### config.mk
export PLATFORM = sky130hd
export DESIGN_NAME = data_mem_ctrl
export DESIGN_NICKNAME = d
export VERILOG_FILES = /design/src/rtl/data_mem_ctrl.sv
export SDC_FILE = /design/constraint.sdc
export NUM_CORES = 1
export LEC_CHECK = 0
export ABC_CLOCK_PERIOD_IN_PS = 2200
export CORE_MARGIN = 2
export CORE_UTILIZATION = 46
export CTS_CLUSTER_DIAMETER = 120
export CTS_CLUSTER_SIZE = 16
export DETAILED_ROUTE_END_ITERATION = 10
export MAX_ROUTING_LAYER = met4
export PLACE_DENSITY = 0.91
export SKIP_LAST_GASP = 1
export SLEW_MARGIN = 0
export SYNTH_ARGS = -nofsm -noshare
export SYNTH_HDL_FRONTEND = slang
export SYNTH_SLANG_ARGS = --single-unit
### constraint.sdc
create_clock -name clk -period 2.2 [get_ports clk]
set_input_delay 0.33 -clock clk [delete_from_list [all_inputs] [get_ports clk]]
set_output_delay 0.33 -clock clk [all_outputs]
set_load 0.05 [all_outputs]
### src/rtl/data_mem_ctrl.sv
// Data-side memory controller: posted one-entry write buffer, blocking
// loads with buffer forwarding, bus timeout with a sticky error flag.
module data_mem_ctrl #(
  parameter int W       = 32,
  parameter int TIMEOUT = 255
) (
  input  logic         clk,
  input  logic         rst,
  input  logic         load_en,
  input  logic [W-1:0] l_addr,
  output logic [W-1:0] l_data,
  input  logic         store_en,
  input  logic [W-1:0] s_addr,
  input  logic [W-1:0] s_data,
  output logic         mem_stall,
  output logic         bus_err,
  output logic         bus_req,
  output logic         bus_we,
  output logic [W-1:0] bus_addr,
  output logic [W-1:0] bus_wdata,
  input  logic         bus_ack,
  input  logic [W-1:0] bus_rdata
);

  localparam int CW = $clog2(TIMEOUT + 1);

  typedef enum logic [1:0] {IDLE, WRITE, LOAD, DONE} state_e;

  state_e         state_q, state_d;
  logic           wb_valid_q, wb_valid_d;
  logic [W-1:0]   wb_addr_q, wb_addr_d;
  logic [W-1:0]   wb_data_q, wb_data_d;
  logic [W-1:0]   l_data_q, l_data_d;
  logic           req_q, req_d;
  logic           we_q, we_d;
  logic [W-1:0]   addr_q, addr_d;
  logic [W-1:0]   wdata_q, wdata_d;
  logic           err_q, err_d;
  logic [CW-1:0]  cnt_q, cnt_d;

  logic ack, tmo, match, wb_free, stall;

  always_comb begin
    state_d    = state_q;
    wb_valid_d = wb_valid_q;
    wb_addr_d  = wb_addr_q;
    wb_data_d  = wb_data_q;
    l_data_d   = l_data_q;
    req_d      = req_q;
    we_d       = we_q;
    addr_d     = addr_q;
    wdata_d    = wdata_q;
    err_d      = err_q;
    cnt_d      = cnt_q;
    stall      = 1'b0;

    ack     = req_q & bus_ack;
    tmo     = req_q & ~bus_ack & (cnt_q == CW'(TIMEOUT - 1));
    match   = wb_valid_q & (l_addr[W-1:2] == wb_addr_q[W-1:2]);
    wb_free = ~wb_valid_q | ((state_q == WRITE) & ack);

    if (req_q & ~bus_ack) cnt_d = cnt_q + 1'b1;

    unique case (state_q)
      IDLE: begin
        if (load_en & ~wb_valid_q) begin
          state_d = LOAD;
          req_d   = 1'b1;
          we_d    = 1'b0;
          addr_d  = {l_addr[W-1:2], 2'b00};
          cnt_d   = '0;
        end else if (wb_valid_q) begin
          state_d = WRITE;
          req_d   = 1'b1;
          we_d    = 1'b1;
          addr_d  = {wb_addr_q[W-1:2], 2'b00};
          wdata_d = wb_data_q;
          cnt_d   = '0;
        end
      end
      WRITE: begin
        if (ack) begin
          req_d      = 1'b0;
          wb_valid_d = 1'b0;
          state_d    = IDLE;
        end else if (tmo) begin
          req_d      = 1'b0;
          err_d      = 1'b1;
          wb_valid_d = 1'b0;
          state_d    = IDLE;
        end
      end
      LOAD: begin
        if (ack) begin
          req_d    = 1'b0;
          l_data_d = bus_rdata;
          state_d  = DONE;
        end else if (tmo) begin
          req_d    = 1'b0;
          err_d    = 1'b1;
          l_data_d = '1;
          state_d  = DONE;
        end
      end
      DONE: state_d = IDLE;
      default: state_d = IDLE;
    endcase

    // CPU side; a store accepted in the ack cycle refills the buffer
    if (load_en) begin
      if (state_q == DONE) begin
        stall = 1'b0;
      end else if (match) begin
        l_data_d = wb_data_q;
      end else begin
        stall = 1'b1;
      end
    end else if (store_en) begin
      if (wb_free) begin
        wb_valid_d = 1'b1;
        wb_addr_d  = s_addr;
        wb_data_d  = s_data;
      end else begin
        stall = 1'b1;
      end
    end
  end

  always_ff @(posedge clk) begin
    if (rst) begin
      state_q    <= IDLE;
      wb_valid_q <= 1'b0;
      wb_addr_q  <= '0;
      wb_data_q  <= '0;
      l_data_q   <= '0;
      req_q      <= 1'b0;
      we_q       <= 1'b0;
      addr_q     <= '0;
      wdata_q    <= '0;
      err_q      <= 1'b0;
      cnt_q      <= '0;
    end else begin
      state_q    <= state_d;
      wb_valid_q <= wb_valid_d;
      wb_addr_q  <= wb_addr_d;
      wb_data_q  <= wb_data_d;
      l_data_q   <= l_data_d;
      req_q      <= req_d;
      we_q       <= we_d;
      addr_q     <= addr_d;
      wdata_q    <= wdata_d;
      err_q      <= err_d;
      cnt_q      <= cnt_d;
    end
  end

  assign mem_stall = ~rst & stall;
  assign l_data    = l_data_q;
  assign bus_err   = err_q;
  assign bus_req   = req_q;
  assign bus_we    = we_q;
  assign bus_addr  = addr_q;
  assign bus_wdata = wdata_q;

endmodule

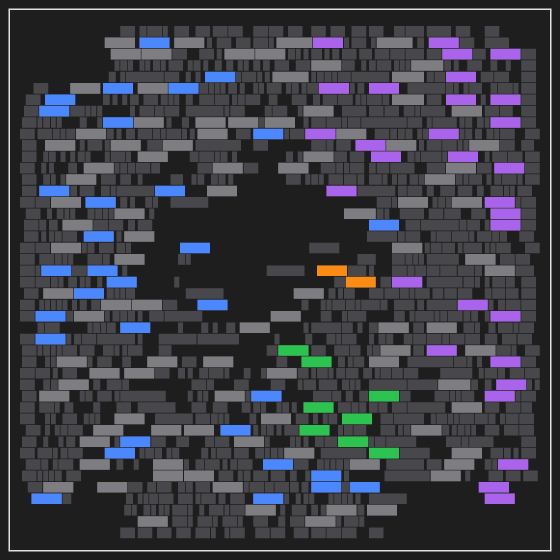
run_1/registers.png
Other sequential cells in the stronger grey, the rest of the logic in the fainter grey.
legend:
  purple:
    netlist_name: `bus_addr`
    placed_flops: 30
  green:
    netlist_name: `cnt_q`
    placed_flops: 8
    where: bottom centre
  blue:
    netlist_name: `wb_data_q`
    placed_flops: 32
  orange:
    netlist_name: `state_q`
    placed_flops: 2
not coloured: 98
fraction of area in registers: 32.1%
post-layout util: 70.0%
P_seq: 3.48 mW
register area: 0.00342 mm²

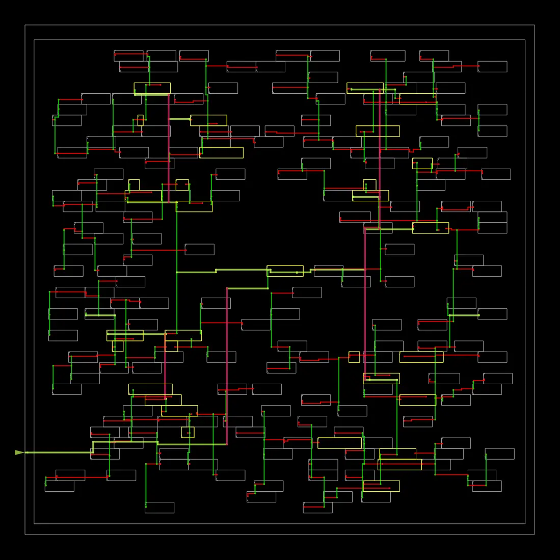
run_1/final_clocks.png
CTS Buf Count: 17
clk_skew: 10.8 ps
clock buffers: 19
worst skew pair latency: 430 ps

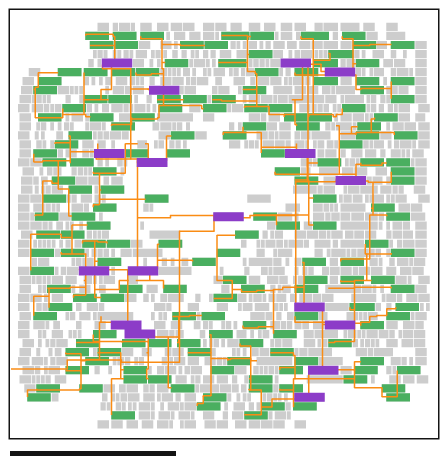
run_1/clock_map.png
Scale bar: 50 µm.
legend:
  green:
    item: flip-flops
    count: 170
  purple:
    item: cells driving clock nets
    count: 17
  orange:
    item: clock wires
    length: 1980 µm
routed clock nets: 18
flops lie: all over the die
clk pwr: 3.46 mW
clock share of power: 38.1%

-- run 1: sequential cells by signal, summed over array words and instances (netlist names), 2 cells and up --
name and flops:
state_q 2, wb_data_q 32, bus_addr 30, cnt_q 8
bus_wdata 32, wb_addr_q 30, l_data 32
-- run 1: worst min path at each step --
| stage | start | end | depth (start not counted) | slack [ps] |
|---|---|---|---|---|
| after CTS | rst | wb_addr_q[25] | 2 | 160 |
| after global placement | bus_addr[15] | bus_addr[15] | 2 | 430 |
| after detailed placement | bus_addr[15] | bus_addr[15] | 2 | 440 |
| after global routing | rst | wb_addr_q[26] | 2 | 200 |
| after floorplan | wb_data_q[0] | bus_wdata[0] | 2 | 450 |
| final | rst | wb_addr_q[25] | 2 | 210 |
-- run 1: synth_stat cells (6+ instances only) --
library cell / instances / area, µm²
dfxtp_1: 170 / 3400
xnor2_1: 10 / 87.6
a21oi_1: 100 / 500
o21ai_0: 65 / 325
mux2i_1: 62 / 621
nand2b_1: 33 / 206
nand2_1: 225 / 845
ha_1: 6 / 75.1
nor2_1: 77 / 289
xor2_1: 26 / 228
clkbuf_1: 56 / 210
-- run 1: kinds of logic (layout without fill, tap and decap cells) --
| family | count (synthesis) | in the layout | share of synthesized area, % |
|---|---|---|---|
| AND-OR/OR-AND | 176 | 176 | 12.7 |
| XOR/XNOR | 36 | 36 | 4.40 |
| adder cells (fa/ha/maj) | 6 | 6 | 1.05 |
| buffers and inverters | 67 | 297 | 3.93 |
| flip-flops | 170 | 170 | 47.5 |
| multiplexers | 62 | 62 | 8.65 |
| other | 1 | 2 | 0.0523 |
| AND/OR/NAND/NOR | 365 | 365 | 21.7 |
-- run 1: routing by layer --
metal	vias up	wire length, µm
met4	0	920
li1	3345	-
met1	3279	9140
met3	71	1920
met5	-	0
met2	356	11000
==> flow_summary.yaml, run 1 <==
# flow metrics
run_status:
  status: "finished, violations left"
  violations: "negative setup slack"
die:
  die_y_um: 129
  n_tap_cell: 188
  num_io_pins: 233
  die_area_mm2: 0.0166
  fp_util_pct: 47.2
  num_rows: 45
  dieWidth_um: 129
  core_area_mm2: 0.0152
timing:
  finalCriticalPeriod_ps: 2530
  finalSetupViolCount: 33
  fin_ws_ps: -333
  fin_tns_setup_ps: -3680
  maxSlewViolCount: 0
  holdWs_ps: 207
  timing.final.crit_share_pct: 115
  max_freq_mhz: 395
  hold_viol_final: 0
  rsz0062_at_grt: "true"
  maxSlewHeadroom_pct: 62.3
  worstMarginPinSlew_ps: 563
pwr:
  peakVddDrop_v: 0.000521
  switching_power_mw: 2.77
  swShare_pct: 30.5
  power.share.sequential_pct: 38.3
  pwr.group.combinational_mw: 2.15
  share_comb_of_total_power_pct: 23.7
  internal_power_mw: 6.33
  p_total_mw: 9.10
  power-top-group: "sequential cells"
  p_leak_nw: 3.92
  power_density_mw_per_mm2: 855
worst_setup_path:
  crit_path_start_kind: "register"
  critPathTopFamily: "simple AND/OR/NAND/NOR gates"
  regToRegStartpoint: "wb_addr_q[20]"
  path_depth: 6
  critPathRequiredTime_ps: 1870
  path_class: "reg2out"
  cp-endpoint: "mem_stall"
  crit_fanout: 3
  cp.arrival_ps: 2200
  cp-end-kind: "primary output"
  crit_chain: "xnor2_2, nand4_1, or4_4, o31ai_4, a21oi_2, buf_6"
  timing.rr.end: "l_data[20]"
  critical_path.max_stage_delay_ps: 550
  r2r_cells: 8
  worstSetupStartpoint: "wb_addr_q[20]"
  crit_buf_inv: 1
  reg2reg_slack_ps: -130
  crit_slowest_cell: "or4_4"
final_layout:
  layout_top_cells: "225 x nand2_1, 216 x clkdlybuf4s50_1, 162 x dfxtp_1"
  sh_comb_area_pct: 33.9
  fin_cells: 1302
  biggestCellCategory: "combinational gates"
  num_antenna_cells: 0
  fill_cells: 1098
  fin_area_mm2: 0.0106
  area_delta_synth_final_pct: 48.4
  inv_count: 5
  drive_gt1_share_pct: 8.71
  buffers: 260
  seq_cells: 170
  comb_cells: 647
  fin_nets: 1240
  signal_buffer_area_fraction_pct: 25.1
  layout_top_cell: "nand2_1"
  clock_area_share_pct: 6.40
  comb_area_mm2: 0.00361
synth:
  ys.flops: 170
  synth_top_flop_cell: "dfxtp_1"
  ys_chip_area_mm2: 0.00717
  postSynthCellCount: 883
  ys_cells: 883
  avgSynthCellArea_um2: 8.12
  post_synth_num_cell_types: 36
  edf_count: 0
  netlist_area_mm2: 0.00717
  async_flop_share_pct: 0
  ys_seq_share_pct: 47.5
  ys.warnings.count: 0
place:
  hpwlAfterDp_mm: 14.6
  place_inst: 1260
  place_area_mm2: 0.00970
  preCtsSetupSlack_ps: -454
  gp_congestion: 0.858
  portBuffers: 226
global_routing:
  grt_pass1_vias: 6864
  grt.met2_usage_pct: 44.7
  grt_usage_pct: 27.7
  overflow: 0
  grt_use_met1_pct: 32.7
  use_met3_pct: 6.24
  busiest_layer: "met2"
  antenna_found_initial: 0
  grt_pass1_wl_mm: 34.6
  grt_max_degree: 80
run:
  tool_warnings: 36
  cap_violations: 0
drt:
  routedWlPerCell_um: 17.6
  drc: 0
  drtIter0Drc: 531
  via_per_inst: 5.42
  postRouteAntennaNets: 0
  num_vias: 7051
  wirelength_mm: 23.0
  dr.pass1.iters: 5
clocking:
  clock_sinks: 170
  clk_path_buf_depth: 2
  clk_pin_slew_ps: 70
  cts_hold_buf: 0
  cts_setup_buffers: 6
  tritoncts: "done"
  h-tree-depth: 4
  cts_root_buf: "clkbuf_16"
  ctsResizeCount: 24
min_path:
  hold_path.class: "in2reg"
## Run 2: what changed since run 1
Settings changed: SKIP_CTS_REPAIR_TIMING set to 1.
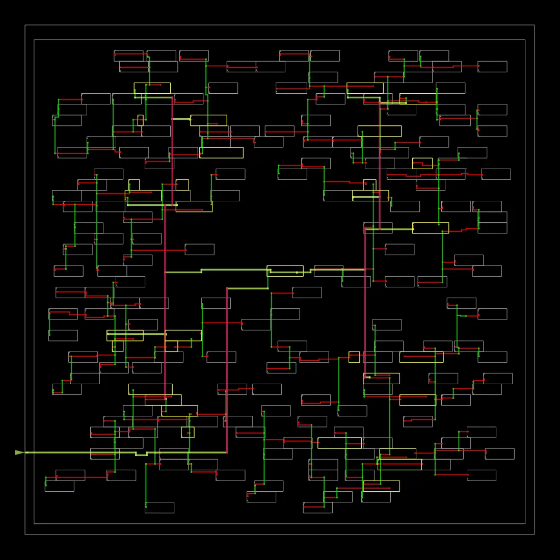
run_2/final_clocks.png
worst skew pair latency: 420 ps
clk pwr: 3.45 mW
Seq cells: 170
number of clock sinks: 170

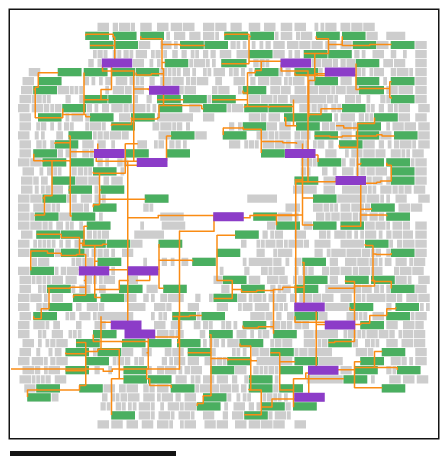
run_2/clock_map.png
Scale bar: 50 µm.
legend:
  green:
    item: flip-flops
    count: 170
  purple:
    item: cells driving clock nets
    count: 17
  orange:
    item: clock wires
    length: 1970 µm
routed clock nets: 18
flops lie: all over the die
clk_skew: 7.29 ps

==> flow_summary.yaml, run 2 <==
# flow metrics
run_status:
  status: "finished, violations left"
  violations: "negative setup slack"
synth:
  synth_top_flop_cell: "dfxtp_1"
  top_area_cell: "dfxtp_1"
  post_synth_num_cell_types: 36
  ys.warnings.count: 0
  ys.flops: 170
  async_flop_share_pct: 0
  area_leaders: "dfxtp_1 47%, nand2_1 12%, mux2i_1 8.7%, a21oi_1 7.0%, o21ai_0 4.5%"
  netlist_area_mm2: 0.00717
  synth.most_common_cell: "nand2_1"
  ys_cells: 883
  ys_chip_area_mm2: 0.00717
  postSynthCellCount: 883
  avgSynthCellArea_um2: 8.12
  edf_count: 0
timing:
  timing.final.crit_share_pct: 113
  hold_viol_final: 0
  maxSlewHeadroom_pct: 62.3
  fin_tns_setup_ps: -1940
  finalCriticalPeriod_ps: 2500
  holdWs_ps: 186
  max_freq_mhz: 401
  finalSetupViolCount: 28
  maxSlewViolCount: 0
  rsz0062_at_grt: "true"
  fin_ws_ps: -295
place:
  gp_congestion: 0.858
  portBuffers: 226
  preCtsSetupSlack_ps: -454
worst_setup_path:
  cp.arrival_ps: 2170
  critical_path.max_stage_delay_ps: 540
  path_class: "in2out"
  critPathTopFamily: "buffers and inverters"
  path_depth: 7
  crit_fanout: 2
  r2r_cells: 9
  crit_buf_inv: 2
  crit_chain: "clkdlybuf4s50_1, xnor2_1, nand4_1, or4_4, o31ai_2, a21oi_1, buf_4"
  cp-end-kind: "primary output"
  crit_path_start_kind: "input port"
clocking:
  cts-buffers-inserted: 17
  tritoncts: "done"
  clk_pin_slew_ps: 70
  clk_path_buf_depth: 2
  h-tree-depth: 4
die:
  num_rows: 45
  num_io_pins: 233
  die_area_mm2: 0.0166
  die_y_um: 129
  core_area_mm2: 0.0152
  fp_util_pct: 47.2
  dieWidth_um: 129
pwr:
  p_total_mw: 9.06
  power_density_mw_per_mm2: 860
  peakVddDrop_v: 0.000527
global_routing:
  antenna_found_initial: 0
  overflow: 0
  grt_usage_pct: 26.7
  grt_pass1_wl_mm: 33.5
  grt_max_degree: 80
min_path:
  hold_path.class: "in2reg"
  holdPathStages: 2
run:
  tool_warnings: 35
  cap_violations: 0
drt:
  routedWlPerCell_um: 16.9
  drtIter0Drc: 493
  wirelength_mm: 22.0
  num_vias: 6901
  via_per_inst: 5.31
  postRouteAntennaNets: 0
final_layout:
  drive_gt1_share_pct: 7.11
  regArea_mm2: 0.00341
  final_core_utilization_pct: 69.3
  layout_top_cells: "225 x nand2_1, 223 x clkdlybuf4s50_1, 168 x dfxtp_1"
  area_delta_synth_final_pct: 46.9
==> run 2: area by class of cell <==
type / count / area share [%]
inverter: 5 / 0.178
tap: 188 / 2.23
sequential: 170 / 32.3
clock inverter: 13 / 2.26
clock buffer: 19 / 4.21
timing repair buffer: 257 / 25.2
multi-input combinational: 647 / 33.6
==> run 2: logic make-up (layout without fill, tap and decap cells) <==
family	count (synthesis)	after routing	share of synthesized area (%)
AND/OR/NAND/NOR	365	365	21.7
flip-flops	170	170	47.5
adder cells (fa/ha/maj)	6	6	1.05
other	1	2	0.0523
XOR/XNOR	36	36	4.40
buffers and inverters	67	294	3.93
AND-OR/OR-AND	176	176	12.7
multiplexers	62	62	8.65
==> run 2: layer usage <==
layer / wire, µm / part of all wire (%) / global-route usage (%) / up-vias
met3: 1800 / 8.2 / 5.90 / 51
met2: 10500 / 48 / 43.2 / 317
met5: 0 / 0 / - / -
met1: 8990 / 41 / 32.1 / 3199
li1: - / - / - / 3334
met4: 725 / 3.3 / 11.6 / 0
==> run 2: per-stage QoR <==
stage | instance area (µm²) | cells
floorplan | 7170 | 884
finish | 10500 | 1299
global placement | 9700 | 1260
CTS | 10400 | 1292
global route | 10500 | 1299
detailed placement | 9700 | 1260
==> run 2: worst paths after layout <==
check             slack (ps)     startpoint       endpoint
setup / recovery        -300     l_addr[20]      mem_stall
hold / removal           190            rst  wb_addr_q[25]
setup reg to reg        -110  wb_addr_q[10]      l_data[0]
hold reg to reg          450   bus_addr[10]   bus_addr[10]
==> run 2: where the power goes <==
group	leakage [nW]	internal (mW)	switching (mW)	total, mW
clock	0.321	2.17	1.28	3.45
combinational	2.16	0.832	1.30	2.13
sequential	1.38	3.31	0.165	3.48
Power and IR drop assume default switching activity.
